Fig. 1: wiring by layer
Scale bar: 20 microns.
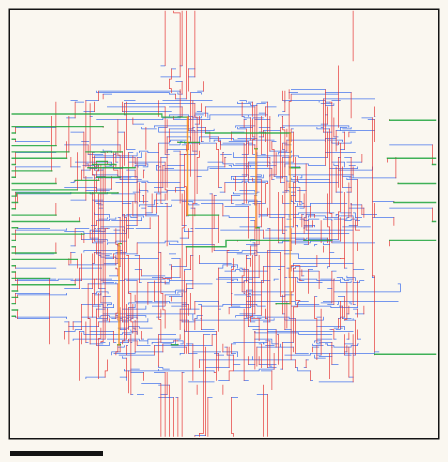
Fig. 2: cell sizes after repair
Scale bar: 20 microns.
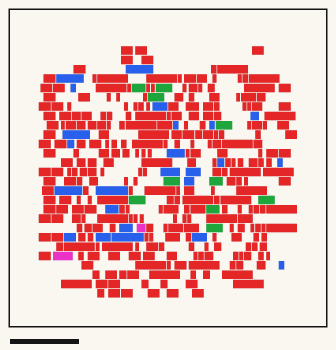
Fig. 3: placement view
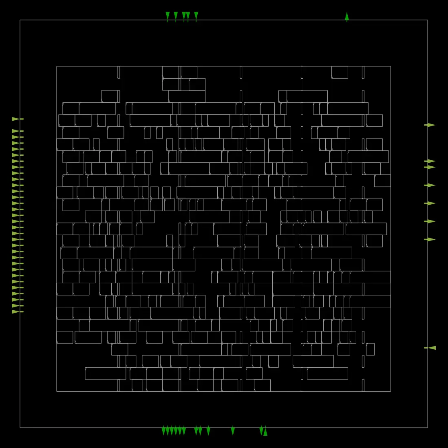
Fig. 4: I/O pins on the die edge
Scale bar: 20 microns. Pins as bars across the die edge, other pins in grey.
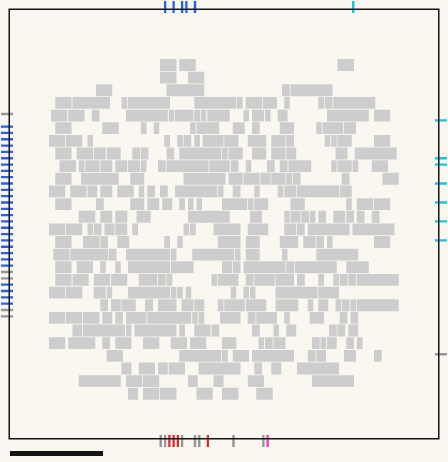
File: src/rtl/array_job_scheduler.sv
// Round-robin scheduler that shares one systolic array between M requesters,
// sequencing each granted job tile by tile with a per-tile watchdog.
module array_job_scheduler #(
   parameter int M       = 4,
   parameter int TW      = 8,
   parameter int TIMEOUT = 64
) (
   input  logic            clk_i,
   input  logic            rst_ni,
   input  logic [M-1:0]    req_i,
   input  logic [M*TW-1:0] tiles_i,
   output logic [M-1:0]    gnt_o,
   output logic            busy_o,
   output logic            arr_start_o,
   input  logic            arr_done_i,
   output logic [TW-1:0]   tile_idx_o,
   output logic [M-1:0]    job_done_o,
   output logic            err_o
);

   localparam int PW  = (M > 1) ? $clog2(M) : 1;
   localparam int WDW = $clog2(TIMEOUT + 1);

   typedef enum logic [1:0] {S_IDLE, S_START, S_WAIT, S_RELEASE} state_t;

   state_t          state_q, state_d;
   logic [M-1:0]    gnt_q, gnt_d;
   logic [PW-1:0]   owner_q, owner_d;
   logic [PW-1:0]   rr_q, rr_d;
   logic [TW-1:0]   count_q, count_d;
   logic [TW-1:0]   tile_q, tile_d;
   logic [WDW-1:0]  wd_q, wd_d;
   logic            abort_q, abort_d;

   logic [PW-1:0]   win_c;
   logic [PW-1:0]   idx;
   logic            found;
   logic [TW-1:0]   win_tiles;

   // First requester strictly after the last owner, wrapping around.
   always_comb begin
      win_c = '0;
      idx   = '0;
      found = 1'b0;
      for (int i = 1; i <= M; i++) begin
         idx = PW'((int'(rr_q) + i) % M);
         if (!found && req_i[idx]) begin
            win_c = idx;
            found = 1'b1;
         end
      end
   end

   assign win_tiles = tiles_i[win_c*TW +: TW];

   always_comb begin
      state_d = state_q;
      gnt_d   = gnt_q;
      owner_d = owner_q;
      rr_d    = rr_q;
      count_d = count_q;
      tile_d  = tile_q;
      wd_d    = wd_q;
      abort_d = abort_q;
      case (state_q)
         S_IDLE: begin
            if (found) begin
               gnt_d   = M'(1) << win_c;
               owner_d = win_c;
               count_d = win_tiles;
               tile_d  = '0;
               state_d = (win_tiles == '0) ? S_RELEASE : S_START;
            end
         end
         S_START: begin
            wd_d    = '0;
            state_d = S_WAIT;
         end
         S_WAIT: begin
            wd_d = wd_q + WDW'(1);
            // a completing tile beats a simultaneous timeout
            if (arr_done_i) begin
               if (tile_q == count_q - TW'(1)) begin
                  state_d = S_RELEASE;
               end else begin
                  tile_d  = tile_q + TW'(1);
                  state_d = S_START;
               end
            end else if (wd_q == WDW'(TIMEOUT - 1)) begin
               abort_d = 1'b1;
               state_d = S_RELEASE;
            end
         end
         S_RELEASE: begin
            gnt_d   = '0;
            rr_d    = owner_q;
            abort_d = 1'b0;
            tile_d  = '0;
            state_d = S_IDLE;
         end
         default: state_d = S_IDLE;
      endcase
   end

   always_ff @(posedge clk_i or negedge rst_ni) begin
      if (!rst_ni) begin
         state_q <= S_IDLE;
         gnt_q   <= '0;
         owner_q <= '0;
         rr_q    <= PW'(M - 1);
         count_q <= '0;
         tile_q  <= '0;
         wd_q    <= '0;
         abort_q <= 1'b0;
      end else begin
         state_q <= state_d;
         gnt_q   <= gnt_d;
         owner_q <= owner_d;
         rr_q    <= rr_d;
         count_q <= count_d;
         tile_q  <= tile_d;
         wd_q    <= wd_d;
         abort_q <= abort_d;
      end
   end

   // Pulses are decoded from registered state only.
   assign gnt_o       = gnt_q;
   assign busy_o      = (state_q != S_IDLE);
   assign arr_start_o = (state_q == S_START);
   assign tile_idx_o  = tile_q;
   assign job_done_o  = (state_q == S_RELEASE) ? gnt_q : '0;
   assign err_o       = (state_q == S_RELEASE) && abort_q;

endmodule
File: config.mk
export PLATFORM = sky130hd
export DESIGN_NAME = array_job_scheduler
export DESIGN_NICKNAME = d
export VERILOG_FILES = /design/src/rtl/array_job_scheduler.sv
export SDC_FILE = /design/constraint.sdc
export NUM_CORES = 1
export LEC_CHECK = 0
export CAP_MARGIN = 15
export CORE_MARGIN = 8
export CORE_UTILIZATION = 41
export CTS_CLUSTER_DIAMETER = 60
export DETAILED_ROUTE_END_ITERATION = 7
export GPL_ROUTABILITY_DRIVEN = 0
export GPL_TIMING_DRIVEN = 0
export PLACE_DENSITY = 0.7
export SETUP_SLACK_MARGIN = 0.05
export SYNTH_ARGS = -nofsm -noshare
export SYNTH_HDL_FRONTEND = slang
export SYNTH_SLANG_ARGS = --single-unit
export TNS_END_PERCENT = 30
File: constraint.sdc
create_clock -name clk_i -period 3.94 [get_ports clk_i]
set_input_delay 0.788 -clock clk_i [delete_from_list [all_inputs] [get_ports clk_i]]
set_output_delay 0.788 -clock clk_i [all_outputs]
set_load 0.1 [all_outputs]
==> impl_metrics.csv <==
group,metric,value,unit
pwr,swShare,49.8,%
synth,ys_types,56,
place,dpl_cell_area,3030,sq um
synth,syn_area_per_cell,8.99,sq um
synth,edf_count,0,
route,wl_met2,2670,microns
synth,numSynthFlops,34,
worst_setup_path,cpPeakStageDelay,560,ps
worst_setup_path,crit_arrival,3560,ps
cells_and_area,drive_above_1_share,10.9,%
cts,holdBufCountCts,0,
route,top_layer,"met4",
floorplanning,initCoreUtil,42.8,%
synth,ys_seq_share,36.0,%
cts,numCtsBuffers,5,
timing,finalCriticalPeriod,3350,ps
route,drt_iter0_drc,97,
timing,finalCritPeriodShare,85.1,%
cells_and_area,layout-area-overhead-vs-synth,31.5,%
cts,worstSkewPairLatency,290,ps
cts,cts_sinks,34,
global_routing,grt_max_degree,35,
pwr,powerDensity,672,nW/um^2
run_status,status,"finished, final reports clean",
floorplanning,dieHeight,92.1,microns
cells_and_area,layout_top_cell,"clkdlybuf4s50_1",
worst_setup_path,worstSetupPathType,"input port to flip-flop",
route,first_pass_iters,4,
cts,cts-root-buf,"clkbuf_8",
timing,tns,0,ps
global_routing,grt_pass1_vias,2221,
flow_run,maxCapViolations,0,
worst_setup_path,cpLargestDelayFamily,"multiplexers",
place,portBuffers,57,
-- Fig. 1 (at the start) --
- red: M2 (wire length 2670 microns)
- orange: M4 (wire length 96.6 microns)
- green: M3 (wire length 408 microns)
- blue: M1 (wire length 2620 microns)

-- Fig. 2 (at the start) --
- blue: x2 (cells 24)
- red: x1 and smaller (cells 293; most used clkdlybuf4s50_1)
- magenta: x3 and x4 (cells 2)
- green: x6 and larger (cells 10; most used clkbuf_8)

-- Fig. 3 (at the start) --
post-route non-filler standard cell count: 401
TAP cells: 72
core area: 5540 sq um
std cell rows: 27

-- Fig. 4 (at the start) --
- magenta: arr_done_i (pins 1; direction input; edge bottom)
- red: job_done_o (pins 4; direction output; edge bottom)
- blue: tiles_i (pins 32; direction input; edge 27 left, 5 top)
- cyan: tile_idx_o (pins 8; direction output; edge 7 right, 1 top)
- all pins by edge: 32 left, 12 bottom, 8 right, 6 top

==> registers in the layout, indices dropped and copies added (netlist names) <==
| name | cells |
|---|---|
| abort_q | 1 |
| count_q | 8 |
| gnt_o | 4 |
| owner_q | 2 |
| rr_q | 2 |
| state_q | 2 |
| tile_idx_o | 8 |
| wd_q | 7 |
==> path summary, 6_finish.rpt <==
path                                        start                      to  slack [ps]  cells past startpoint
max                                      req_i[1]  state_q[1]$_DFFE_PN0P_         590                      9
min                        owner_q[1]$_DFFE_PN0P_  owner_q[1]$_DFFE_PN0P_         490                      2
max reg2reg                   rr_q[1]$_DFFE_PN1P_  state_q[1]$_DFFE_PN0P_         890                      9
min reg2reg                owner_q[1]$_DFFE_PN0P_  owner_q[1]$_DFFE_PN0P_         490                      2
max in group asynchronous                  rst_ni  count_q[4]$_DFFE_PN0P_        2890                      1
min in group asynchronous                  rst_ni     wd_q[4]$_DFFE_PN0P_         560                      1
==> logic make-up (layout without fill, tap and decap cells) <==
family	Yosys count	after routing	share of synthesized area [%]
flops	34	34	36.0
mux	9	9	6.01
xor+xnor	11	11	4.38
buf+inv	34	99	7.07
fa+ha+maj	8	8	4.22
simple gates	101	101	21.5
compound gates	67	67	20.8
==> power groups by stage <==
| stage | clock [mW] | sequential (mW) | combinational (mW) |
|---|---|---|---|
| after floorplan | 0 | 0.682 | 0.851 |
| after global placement | 0 | 0.550 | 1.27 |
| after detailed placement | 0 | 0.552 | 1.29 |
| after CTS | 0.273 | 0.545 | 1.30 |
| after global routing | 0.287 | 0.564 | 1.42 |
| final | 0.266 | 0.545 | 1.29 |
==> cell usage after synthesis, types with 6 or more instances <==
cell	n	share of area, %
a21oi_1	7	1.5
dfrtp_1	32	34
inv_1	22	3.5
o211ai_1	8	2.5
o221ai_1	8	3.0
o21ai_0	16	3.4
nand2_1	37	5.9
ha_1	8	4.2
xor2_1	6	2.2
nor2_1	10	1.6
nand3_1	18	3.8
==> per-stage QoR <==
step           utilization, %  setup WS (ps)  power, mW
3_3_place_gp             54.7            326       1.82
5_1_grt                  56.3            399       2.27
4_1_cts                  56.3            631       2.11
2_1_floorplan               -           1240       1.53
3_5_place_dp             54.7            320       1.84
6_report                 56.3            585       2.10
==> final cells by class <==
type	count	area, sq um	area share (%)
timing repair buffer	57	566	18.1
inverter	22	82.6	2.65
tap	72	90.1	2.89
clock inverter	1	5.00	0.160
clock buffer	7	86.3	2.77
sequential	34	853	27.4
multi-input combinational	196	1350	43.3
buffer	12	85.1	2.73
==> worst min-delay path, delay by kind of cell, from the launching register on <==
family             cells  cell delay (ps)
AOI/OAI and AO/OA      1               70
DFF                    1              340
and+or+nand+nor        1               50
==> routing by layer <==
metal  GRT usage [%]  vias to the layer above
met5               0                        -
met4            4.83                        0
met3            5.46                       10
met2            23.3                       69
met1            18.1                     1031
li1                -                     1089
No activity file was given, so power comes from the tool's default toggle rates.
